--- config.mk ---
export PLATFORM = sky130hd
export DESIGN_NAME = usb_rx_reader
export DESIGN_NICKNAME = d
export VERILOG_FILES = /design/src/rtl/usb_rx_reader.sv
export SDC_FILE = /design/constraint.sdc
export NUM_CORES = 1
export LEC_CHECK = 0
export CORE_UTILIZATION = 52
export CTS_CLUSTER_SIZE = 12
export DETAILED_ROUTE_END_ITERATION = 6
export MAX_ROUTING_LAYER = met4
export PLACE_DENSITY = 0.85
export SYNTH_ARGS = -nofsm -noshare
export SYNTH_HDL_FRONTEND = slang
export SYNTH_SLANG_ARGS = --single-unit
--- constraint.sdc ---
create_clock -name clk -period 4.1 [get_ports clk]
set_input_delay 0.615 -clock clk [delete_from_list [all_inputs] [get_ports clk]]
set_output_delay 0.615 -clock clk [all_outputs]
set_load 0.005 [all_outputs]
--- src/rtl/usb_rx_reader.sv ---
`default_nettype none
// +----------------------------------------------------------------------------+
// | Module : usb_rx_reader                                                     |
// | Brief  : FT601-style synchronous FIFO read master with a first-word        |
// |          fall-through skid buffer presenting words as valid/ready.         |
// | Rev    : 1.0  initial release                                              |
// +----------------------------------------------------------------------------+
module usb_rx_reader #(
    parameter int WIDTH       = 32,
    parameter int SKID_DEPTH  = 8,
    parameter int STOP_MARGIN = 2
) (
    input  logic                 clk,
    input  logic                 rst,
    input  logic [WIDTH-1:0]     usb_data_in,
    input  logic [WIDTH/8-1:0]   usb_be_in,
    input  logic                 usb_rx_empty,
    output logic                 usb_outen_l,
    output logic                 usb_rden_l,
    input  logic                 rx_allow,
    output logic                 bus_busy,
    output logic [WIDTH-1:0]     out_data,
    output logic [WIDTH/8-1:0]   out_be,
    output logic                 out_valid,
    input  logic                 out_ready,
    output logic [31:0]          word_count,
    output logic                 overflow
);

    localparam int c_be_w = WIDTH / 8;
    localparam int c_aw   = $clog2(SKID_DEPTH);
    localparam int c_pw   = c_aw + 1;
    localparam int c_ew   = WIDTH + c_be_w;

    localparam logic [c_pw-1:0] c_depth  = c_pw'(SKID_DEPTH);
    localparam logic [c_pw-1:0] c_margin = c_pw'(STOP_MARGIN);

    localparam logic [1:0] c_st_idle    = 2'd0;
    localparam logic [1:0] c_st_turn    = 2'd1;
    localparam logic [1:0] c_st_read    = 2'd2;
    localparam logic [1:0] c_st_release = 2'd3;

    logic [1:0]       r_state;
    logic [1:0]       w_state_nxt;
    logic             r_outen_l;
    logic             r_rden_l;
    logic [c_pw-1:0]  r_wr_ptr;
    logic [c_pw-1:0]  r_rd_ptr;
    logic [31:0]      r_word_count;
    logic             r_overflow;
    logic [c_ew-1:0]  r_mem [SKID_DEPTH];

    logic [c_pw-1:0]  w_occ;
    logic [c_pw-1:0]  w_free;
    logic             w_go;
    logic             w_full;
    logic             w_empty;
    logic             w_capture;
    logic             w_push_req;
    logic             w_push;
    logic             w_pop;

    assign w_occ   = r_wr_ptr - r_rd_ptr;
    assign w_free  = c_depth - w_occ;
    assign w_go    = rx_allow & ~usb_rx_empty & (w_free > c_margin);
    assign w_empty = (r_wr_ptr == r_rd_ptr);
    assign w_full  = (r_wr_ptr[c_aw] != r_rd_ptr[c_aw]) &&
                     (r_wr_ptr[c_aw-1:0] == r_rd_ptr[c_aw-1:0]);

    // A word is on the bus only while both strobes are low and the chip has data.
    assign w_capture  = ~r_rden_l & ~r_outen_l & ~usb_rx_empty;
    assign w_push_req = w_capture & (usb_be_in != '0);
    assign w_pop      = ~w_empty & out_ready;
    assign w_push     = w_push_req & (~w_full | w_pop);

    always_comb begin
        w_state_nxt = r_state;
        case (r_state)
            c_st_idle:    if (w_go) w_state_nxt = c_st_turn;
            c_st_turn:    w_state_nxt = w_go ? c_st_read : c_st_release;
            c_st_read:    if (!w_go) w_state_nxt = c_st_release;
            c_st_release: w_state_nxt = c_st_idle;
            default:      w_state_nxt = c_st_idle;
        endcase
    end

    // Pin levels are derived from the next state so they change on the same edge.
    always_ff @(posedge clk) begin
        if (rst) begin
            r_state   <= c_st_idle;
            r_outen_l <= 1'b1;
            r_rden_l  <= 1'b1;
        end else begin
            r_state   <= w_state_nxt;
            r_outen_l <= ~((w_state_nxt == c_st_turn) || (w_state_nxt == c_st_read));
            r_rden_l  <= ~(w_state_nxt == c_st_read);
        end
    end

    always_ff @(posedge clk) begin
        if (rst) begin
            r_wr_ptr     <= '0;
            r_rd_ptr     <= '0;
            r_word_count <= '0;
            r_overflow   <= 1'b0;
        end else begin
            if (w_pop) begin
                r_rd_ptr <= r_rd_ptr + 1'b1;
            end
            if (w_push) begin
                r_wr_ptr <= r_wr_ptr + 1'b1;
            end
            if (w_push_req) begin
                r_word_count <= r_word_count + 32'd1;
            end
            if (w_push_req && w_full && !w_pop) begin
                r_overflow <= 1'b1;
            end
        end
    end

    always_ff @(posedge clk) begin
        if (w_push) begin
            r_mem[r_wr_ptr[c_aw-1:0]] <= {usb_be_in, usb_data_in};
        end
    end

    assign usb_outen_l = r_outen_l;
    assign usb_rden_l  = r_rden_l;
    assign bus_busy    = (r_state != c_st_idle);
    assign out_valid   = ~w_empty;
    assign out_data    = r_mem[r_rd_ptr[c_aw-1:0]][WIDTH-1:0];
    assign out_be      = r_mem[r_rd_ptr[c_aw-1:0]][c_ew-1:WIDTH];
    assign word_count  = r_word_count;
    assign overflow    = r_overflow;

endmodule
`default_nettype wire

Figure 1. Power grid (run 1).
Bar = 50 um. Pins as bars on the die edge. Tap cells in grey.
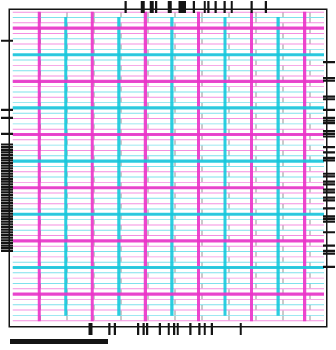
| net | colour |
|---|---|
| VDD | cyan |
| VSS | magenta |
met5 straps: 11
met4 straps: 11
maximum VDD drop: 488.7 uV
Core ar.: 25110 um^2
die x size: 161.6 um
Die Height: 161.6 um

Figure 2. Placed cells, one colour a class (run 1).
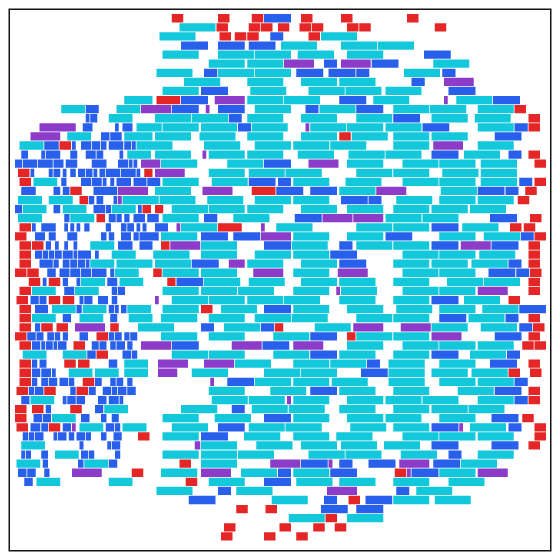
| class | colour | cells | share of their area |
|---|---|---|---|
| clock drivers and dummy loads | purple | 55 | 6.6% |
| registers | cyan | 336 | 62% |
| remaining logic cells | blue | 336 | 23% |
| remaining buffers and delay cells | red | 127 | 8.2% |

==> results.toml, run 1 <==
# yosys + openroad results
[critical_path]
required_ps = 3480
cp-end-kind = "output pin"
path_class = "reg -> out"
crit_chain = "buf_12, mux4_2, mux2_2, clkdlybuf4s50_1"
cpMaxStageDelayCell = "dfxtp_4"
startpoint_type = "register"
reg2reg_to = "usb_outen_l"
rrSetupSlack_ps = 960
critPathMaxFanout = 26
cp.arrival_ps = 2830
crit_end = "out_data[4]"
slowest_delay_ps = 700
rr_worst_depth = 11
worstReg2RegStart = "r_wr_ptr[1]"

[synthesis]
logic_family = "multiplexers"
yosysWarnings = 0
simple_gate_share_pct = 5.442
top_cell = "edfxtp_1"
edf_count = 288
ys_cells = 706
area_leaders = "edfxtp_1 65%, mux4_2 12%, dfxtp_1 7.3%, mux2_2 3.2%, ha_1 1.1%"
ys_types = 38
synthArstFlopShare_pct = 0
synth.cellmix.xorXnorShare_pct = 0.9258
postSynthAreaPerCell_um2 = 18.76
synthAoiAreaFrac_pct = 2.711
common_cells = "288 x edfxtp_1, 72 x mux4_2, 48 x dfxtp_1, 38 x mux2_2, 28 x a21oi_1"
synthFlopType = "edfxtp_1"
yosys_area_um2 = 13240
synth_top_area_share_pct = 65.30
mux_area_share_pct = 15.63
adder_share_pct = 1.285
postSynthCellCount = 706
yosys.area.top_type = "edfxtp_1"
ys_seq_share_pct = 72.56
synth_area_um2 = 13240
synth-seq-cells = 336
synth_nets = 760

[layout]
final_cell_mix = "288 x edfxtp_1, 113 x clkdlybuf4s50_1, 72 x mux4_2, 45 x dfxtp_1, 38 x mux2_2"
comb_area_share_pct = 22.06
fillers = 1751
combGateArea_um2 = 3498
lay_top_count = "edfxtp_1"
antennaDiodeCount = 0
nNonClkBuffers = 127
buf_share_pct = 8.030
ff_count = 336
largest_class = "registers"
layout.nets = 890
drive_above_1_share_pct = 21.31
num-nonclk-inverters = 12
seq_share_pct = 60.64
nMultiInputCombCells = 324
area_growth_pct = 19.76
clk_share_pct = 6.390
seqCellArea_um2 = 9618
n_clock_buffer = 48

[detailed_routing]
wl_met1_mm = 10.86
drc = 0
routedWlPerCell_um = 22.25
wl_mm = 26.34
dr.first_iter.drc_count = 479
viasPerCell = 5.928
vias = 7019
dr.pass1.iters = 4
met3_wirelength_mm = 1.525
dr_wl_met2_mm = 13.31
highest_layer = "met4"
postRouteAntennaNets = 0

[timing]
max_freq_mhz = 290.4
max_slew.worst_pin.slew_ps = 1106
hold_viol = 0
holdWs_ps = 501.3
final-setup-viol-count = 0
slew_viol_final = 0
relSlewSlack_pct = 26.28
final.period_utilization_pct = 84.00
fin_skew_ps = 23.08
fin_setup_tns_ps = 0
rsz0062_at_grt = "false"
fin_crit_ps = 3444

[floorplanning]
fp_util_pct = 52.75
taps = 330
io_pins = 114
die_area_um2 = 26110
rows = 58

[place]
hpwl_mm = 14.20
gp_congestion = 0.8023
portBuffers = 113

[worst_hold_path]
min_from = "overflow"
min_path_type = "reg -> reg"
min_path_cells = 2
whs_endpoint = "overflow"

[global_route]
busiest_layer = "met2"
grt_max_degree = 73
antenna_found_initial = 0
grt_use_met3_pct = 3.595
grt_usage_pct = 21.42
grt_pass1_wl_mm = 40.72
grt_pass1_vias = 7261
grt_overflow = 0
gr-usage-met2_pct = 35.62
grtUsageMet1_pct = 26.97

[power]
seqPwrFrac_pct = 53.3
leakage_nw = 4.887
p_per_area_nw_per_um2 = 446.1
seq_power_mw = 3.77
switching_power_mw = 1.424
power_leader = "sequential cells"
clkPwrFrac_pct = 40.2
p_int_mw = 5.652
p_comb_share_pct = 6.5
switching_share_pct = 20.13
power_clock_mw = 2.84
pg_comb_uw = 459

[cts]
cts_root_buf = "clkbuf_16"
cts_buffers = 35
tritoncts = "done"
cts.sinks = 336
path_clk_slew_ps = 60
postCtsSetupBuffers = 0
clk_latency_ps = 510
hold_buffers = 0
htree_num_levels = 2
cts.path.max_buffers = 3
cts_resized = 0

[run_status]
status = "complete, no violations"

[flow_run]
openroad.warnings = 30
cap_violations = 0
Figure 3. Clock wires, drivers and flops (run 1).
Bar = 50 um.
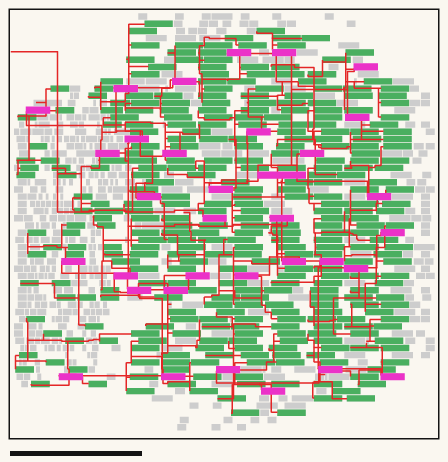
[clock wires] red | length: 3500 um
[flip-flops] green | count: 336
[clock-net drivers] magenta | count: 35
routed clock nets: 36
flops lie: spread over the die

-- run 1: worst max-delay path, delay by kind of cell (launching register included) --
| family | cells | cell delay (ps) |
|---|---|---|
| buffers and inverters | 2 | 770 |
| DFF | 1 | 700 |
| muxes | 2 | 840 |
-- run 1: state kept, by name (all words and copies together), names as in the netlist, named ones only --
register and count:
usb_rden_l 1, overflow 1, word_count 32, r_mem 288, usb_outen_l 1, r_rd_ptr 4, r_state 2, r_wr_ptr 4
-- run 1: metrics by stage --
step	area (um^2)	utilization, %	total power [mW]	worst slack (ps)	std cells
finish	15860	63.17	7.076	656.0	1184
global route	15860	63.17	7.308	504.3	1184
floorplan	13250	-	4.081	-370.6	706
CTS	15860	63.17	7.128	571.1	1184
global placement	14850	59.13	4.289	793.6	1129
detailed placement	14850	59.13	4.303	723.6	1129
==> run 1 -> run 2 <==
Clock period 4.1 ns to 2.9 ns, I/O delays scaled along.
Figure 4. Clock wires, drivers and flops (run 2).
Bar = 50 um.
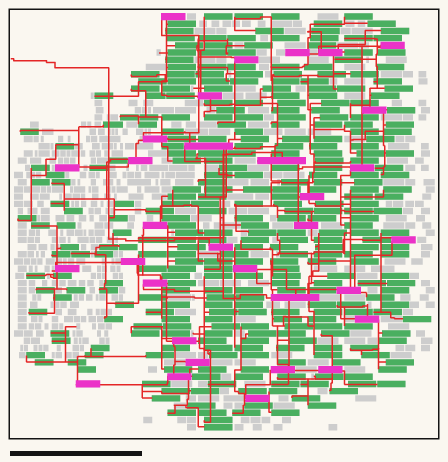
[clock-net drivers] magenta | count: 35
[flip-flops] green | count: 336
[clock wires] red | length: 3720 um
flops lie: spread over the die
routed clock nets: 36
Clk pwr share: 40.1%
Fin Clk Skew: 13.78 ps
P_clk: 4.04 mW
clk ins delay skew pair: 500 ps

Figure 5. Clock wiring as the flow saved it (run 2).
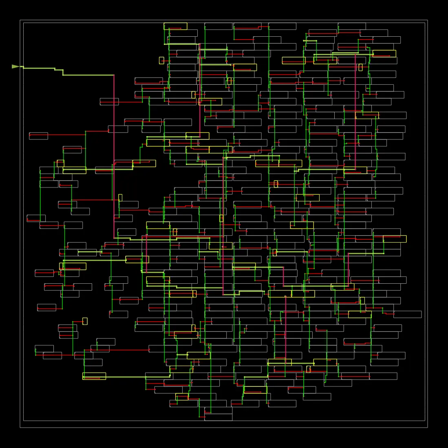
sequential cells: 336
clock sink total: 336

==> results.toml, run 2 <==
# yosys + openroad results
[synthesis]
yosys.area.top_type = "edfxtp_1"
ys_seq_share_pct = 72.56
area_leaders = "edfxtp_1 65%, mux4_2 12%, dfxtp_1 7.3%, mux2_2 3.2%, ha_1 1.1%"
ys_types = 38
postSynthAreaPerCell_um2 = 18.76
yosysWarnings = 0
synthArstFlopShare_pct = 0
yosys_area_um2 = 13240
common_cells = "288 x edfxtp_1, 72 x mux4_2, 48 x dfxtp_1, 38 x mux2_2, 28 x a21oi_1"
mux_area_share_pct = 15.63
top_cell = "edfxtp_1"
postSynthCellCount = 706
synth.cellmix.xorXnorShare_pct = 0.9258
synth_area_um2 = 13240
ys_cells = 706
synthAoiAreaFrac_pct = 2.711
synthFlopType = "edfxtp_1"
adder_share_pct = 1.285
synth_nets = 760
edf_count = 288
synth_top_area_share_pct = 65.30
simple_gate_share_pct = 5.442

[layout]
nNonClkBuffers = 164
lay_top_count = "edfxtp_1"
clk_share_pct = 6.140
buf_share_pct = 10.82
seq_share_pct = 58.65
layout.nets = 927
seqCellArea_um2 = 9620
largest_class = "registers"
fillers = 1659
nMultiInputCombCells = 324
comb_area_share_pct = 21.60
antennaDiodeCount = 0
combGateArea_um2 = 3543
area_growth_pct = 23.86
num-nonclk-inverters = 12
largest_reg_flops = 288
finish.utilization_pct = 65.33
n_clock_buffer = 48
drive_above_1_share_pct = 25.28
final_cell_mix = "288 x edfxtp_1, 94 x clkdlybuf4s50_1, 72 x mux4_2, 43 x dfxtp_1, 40 x clkbuf_16"

[power]
leakage_nw = 5.211
switching_power_mw = 2.060
ir_drop_uv = 519.8
power_leader = "sequential cells"
p_int_mw = 8.031
p_per_area_nw_per_um2 = 615.1
seq_power_mw = 5.32
p_comb_share_pct = 7.2
seqPwrFrac_pct = 52.7
power_mw = 10.09
switching_share_pct = 20.41

[timing]
hold_viol = 0
rsz0062_at_grt = "true"
final-setup-viol-count = 0
max_freq_mhz = 345.4
final.period_utilization_pct = 99.84
setup_ws_ps = 4.625
max_slew.worst_pin.slew_ps = 1162
fin_crit_ps = 2895

[critical_path]
startpoint_type = "register"
slowest_delay_ps = 530
crit_family = "multiplexers"
cp-end-kind = "output pin"
path_class = "reg -> out"
cp.arrival_ps = 2460
critPathMaxFanout = 7
required_ps = 2470
cpMaxStageDelayCell = "mux4_2"
cp.depth = 5
crit_chain = "buf_12, buf_8, mux4_2, mux2_2, clkdlybuf4s50_1"
crit_buf_inv = 3
rr_worst_depth = 11
worstReg2RegStart = "r_wr_ptr[1]"

[worst_hold_path]
min_path_cells = 2
min_from = "overflow"
min_path_type = "reg -> reg"

[detailed_routing]
dr.pass1.iters = 4
drc = 0
vias = 7339
dr.first_iter.drc_count = 607
wl_mm = 29.37
routedWlPerCell_um = 24.07
postRouteAntennaNets = 0
viasPerCell = 6.016

[cts]
cts_buffers = 35
cts_resized = 19
cts_root_buf = "clkbuf_16"
hold_buffers = 0
postCtsSetupBuffers = 2
cts.path.max_buffers = 3
htree_num_levels = 2
tritoncts = "done"

[global_route]
grt_pass1_wl_mm = 42.70
grt_usage_pct = 22.53
grt_max_degree = 49
grt_pass1_vias = 7344
grt_overflow = 0
antenna_found_initial = 0

[floorplanning]
fp_util_pct = 52.75
die_y_um = 161.6
die-width_um = 161.6
die_area_um2 = 26110
rows = 58

[run_status]
status = "complete, no violations"

[place]
portBuffers = 113
place_ws_ps = -230.3
gp_congestion = 0.7716
hpwl_mm = 15.50

[flow_run]
openroad.warnings = 33
cap_violations = 0
Figure 6. Placed cells, one colour a class (run 2).
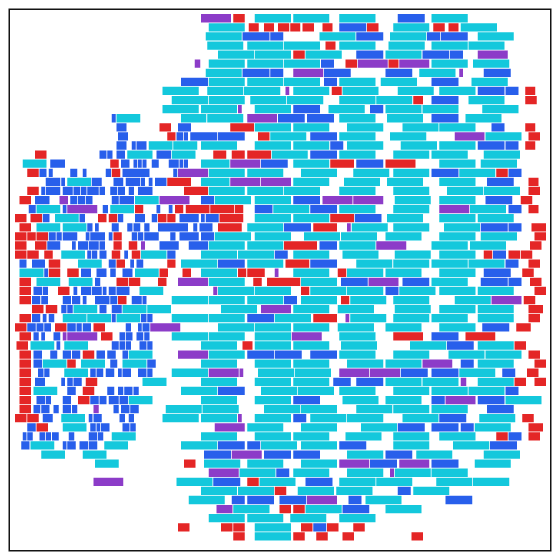
| class | colour | cells | share of their area |
|---|---|---|---|
| remaining logic cells | blue | 336 | 22% |
| remaining buffers and delay cells | red | 164 | 11% |
| clock drivers and dummy loads | purple | 54 | 6.3% |
| registers | cyan | 336 | 60% |

==> run 2: through the flow <==
stage                     instances  hold WS [ps]  cell area [um^2]  setup TNS, ps
after floorplan                 706         460.4             13270         -49590
after global placement         1153         473.5             15160          -7863
after detailed placement       1153         478.9             15160          -9657
after CTS                      1209         495.4             16180         -846.4
after global routing           1220         529.8             16400         -162.0
final                          1220         495.4             16400              0
==> run 2: routing by layer <==
metal  up-vias  wire [um]  global-route usage, %  share of wire (%)
li1       3204          -                      -                  -
met1      3751      12130                  30.44                 41
met4         0        593                  5.875                2.0
met2       342      14550                  35.87                 50
met3        42       2083                  3.801                7.1
met5         -          0                      -                  0
==> run 2: final timing paths <==
path | end | slack (ps)
worst min-delay path | overflow | 500
worst max-delay path | out_be[1] | 5
worst max register to register | usb_outen_l | 130
worst min register to register | overflow | 500
==> run 2 -> run 3 <==
Settings changed: CORE_ASPECT_RATIO set to 0.7.
Clock period 2.9 ns to 2.45 ns, I/O delays scaled along.
Figure 7. Power grid (run 3).
Bar = 50 um. Pins as bars on the die edge. Tap cells in grey.
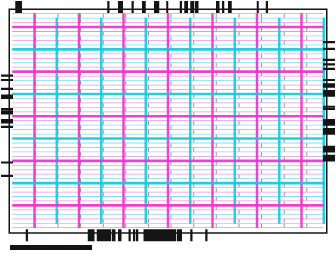
| net | colour |
|---|---|
| VSS | magenta |
| VDD | cyan |
met1 rails: 49
met5 straps: 9
tap cells: 325
met4 straps: 14
signal pins: 114
Core ar.: 24800 um^2
Die Height: 135.5 um
die x size: 192.7 um
maximum VDD drop: 443.0 uV

Figure 8. Clock wiring as the flow saved it (run 3).
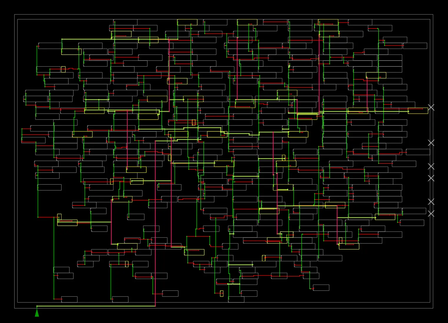
P_clk: 4.65 mW
Layout clock buffers: 42

Figure 9. Clock wires, drivers and flops (run 3).
Bar = 50 um.
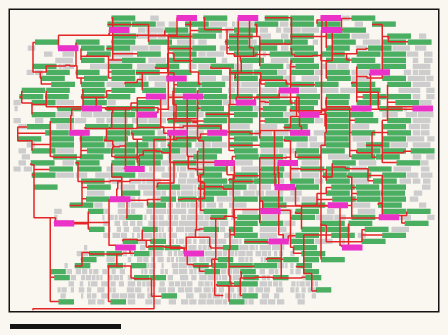
[clock-net drivers] magenta | count: 34
[flip-flops] green | count: 336
[clock wires] red | length: 3890 um
routed clock nets: 35

==> results.toml, run 3 <==
# yosys + openroad results
[run_status]
status = "complete, but fails checks"
violations = "design-rule violations, negative setup slack"

[detailed_routing]
wl_mm = 32.94
drc = 12
dr.pass1.iters = 7

[critical_path]
rr_worst_depth = 11
startpoint_type = "register"
critPathMaxFanout = 2
cp.arrival_ps = 3090
crit_end = "usb_outen_l"
path_class = "reg -> reg"
rrSetupSlack_ps = -240

[timing]
holdWs_ps = 480.7
final.period_utilization_pct = 109.9
relSlewSlack_pct = 32.69
slew_viol_final = 0
max_slew.worst_pin.slew_ps = 1000
final-setup-viol-count = 38
fin_crit_ps = 2693
setup_ws_ps = -242.5
max_freq_mhz = 371.4
hold_viol = 0

[worst_hold_path]
whs_endpoint = "overflow"
min_path_type = "reg -> reg"
min_path_cells = 2

[power]
pg_comb_mw = 1.36
p_int_mw = 9.644
switching_share_pct = 21.69
seqPwrFrac_pct = 51.1
power_leader = "sequential cells"
p_per_area_nw_per_um2 = 710.9
leakage_nw = 5.695
power_mw = 12.32
p_comb_share_pct = 11.1

[global_route]
grt_max_degree = 37

[synthesis]
top_cell = "edfxtp_1"
synth_top_area_share_pct = 65.30
synthFlopType = "edfxtp_1"
synthAoiAreaFrac_pct = 2.711
postSynthCellCount = 706
logic_family = "multiplexers"
synthArstFlopShare_pct = 0
simple_gate_share_pct = 5.442
mux_area_share_pct = 15.63
area_leaders = "edfxtp_1 65%, mux4_2 12%, dfxtp_1 7.3%, mux2_2 3.2%, ha_1 1.1%"
synth_nets = 760
ys_types = 38
synth.cellmix.xorXnorShare_pct = 0.9258
yosys.area.top_type = "edfxtp_1"

[place]
placed_cell_area_um2 = 15490
gp_congestion = 0.8508
hpwl_mm = 17.09
portBuffers = 113
placedCellCount = 1174

[layout]
largest_reg_flops = 288
final_cell_mix = "288 x edfxtp_1, 76 x clkdlybuf4s50_1, 72 x mux4_2, 52 x buf_4, 49 x buf_6"
combGateArea_um2 = 3772
nNonClkBuffers = 222
nMultiInputCombCells = 324
seqCellArea_um2 = 9627
lay_top_count = "edfxtp_1"
comb_area_share_pct = 21.78
ff_count = 336
area_growth_pct = 30.81
buf_share_pct = 14.56
num-nonclk-inverters = 12

[cts]
tritoncts = "done"
clk_latency_ps = 510
cts_buffers = 34
path_clk_slew_ps = 60
cts_root_buf = "clkbuf_16"
cts.sinks = 336
htree_num_levels = 2
postCtsSetupBuffers = 38

[floorplanning]
taps = 325
rows = 48

[flow_run]
cap_violations = 0
run 3: netlist changes by cell type in the layout (fill, tap and decap cells not counted), sizes merged:
cell | before | now
buf | 48 | 141
clkbuf | 51 | 46
clkdlybuf4s50 | 94 | 76
clkinvlp | 1 | 0
dlygate4sd2 | 15 | 1
dlymetal6s2s | 4 | 0
run 3: critical path: stages (launching register included):
cell	delay (ps)
dfxtp_4	350
inv_4	40
ha_4	260
ha_4	120
inv_2	30
fa_2	350
xor2_2	170
xnor2_2	250
a31oi_2	160
or3_4	410
ha_4	220
or2_4	220
run 3: routing by layer:
metal	part of all wire [%]	GRT usage [%]	up-vias	routed length, um
met4	3.2	8.399	0	1069
met1	40	34.48	3980	13220
li1	-	-	3320	-
met3	6.2	4.299	77	2044
met2	50	43.27	384	16600
met5	0	-	-	0
Power and IR drop assume default switching activity.
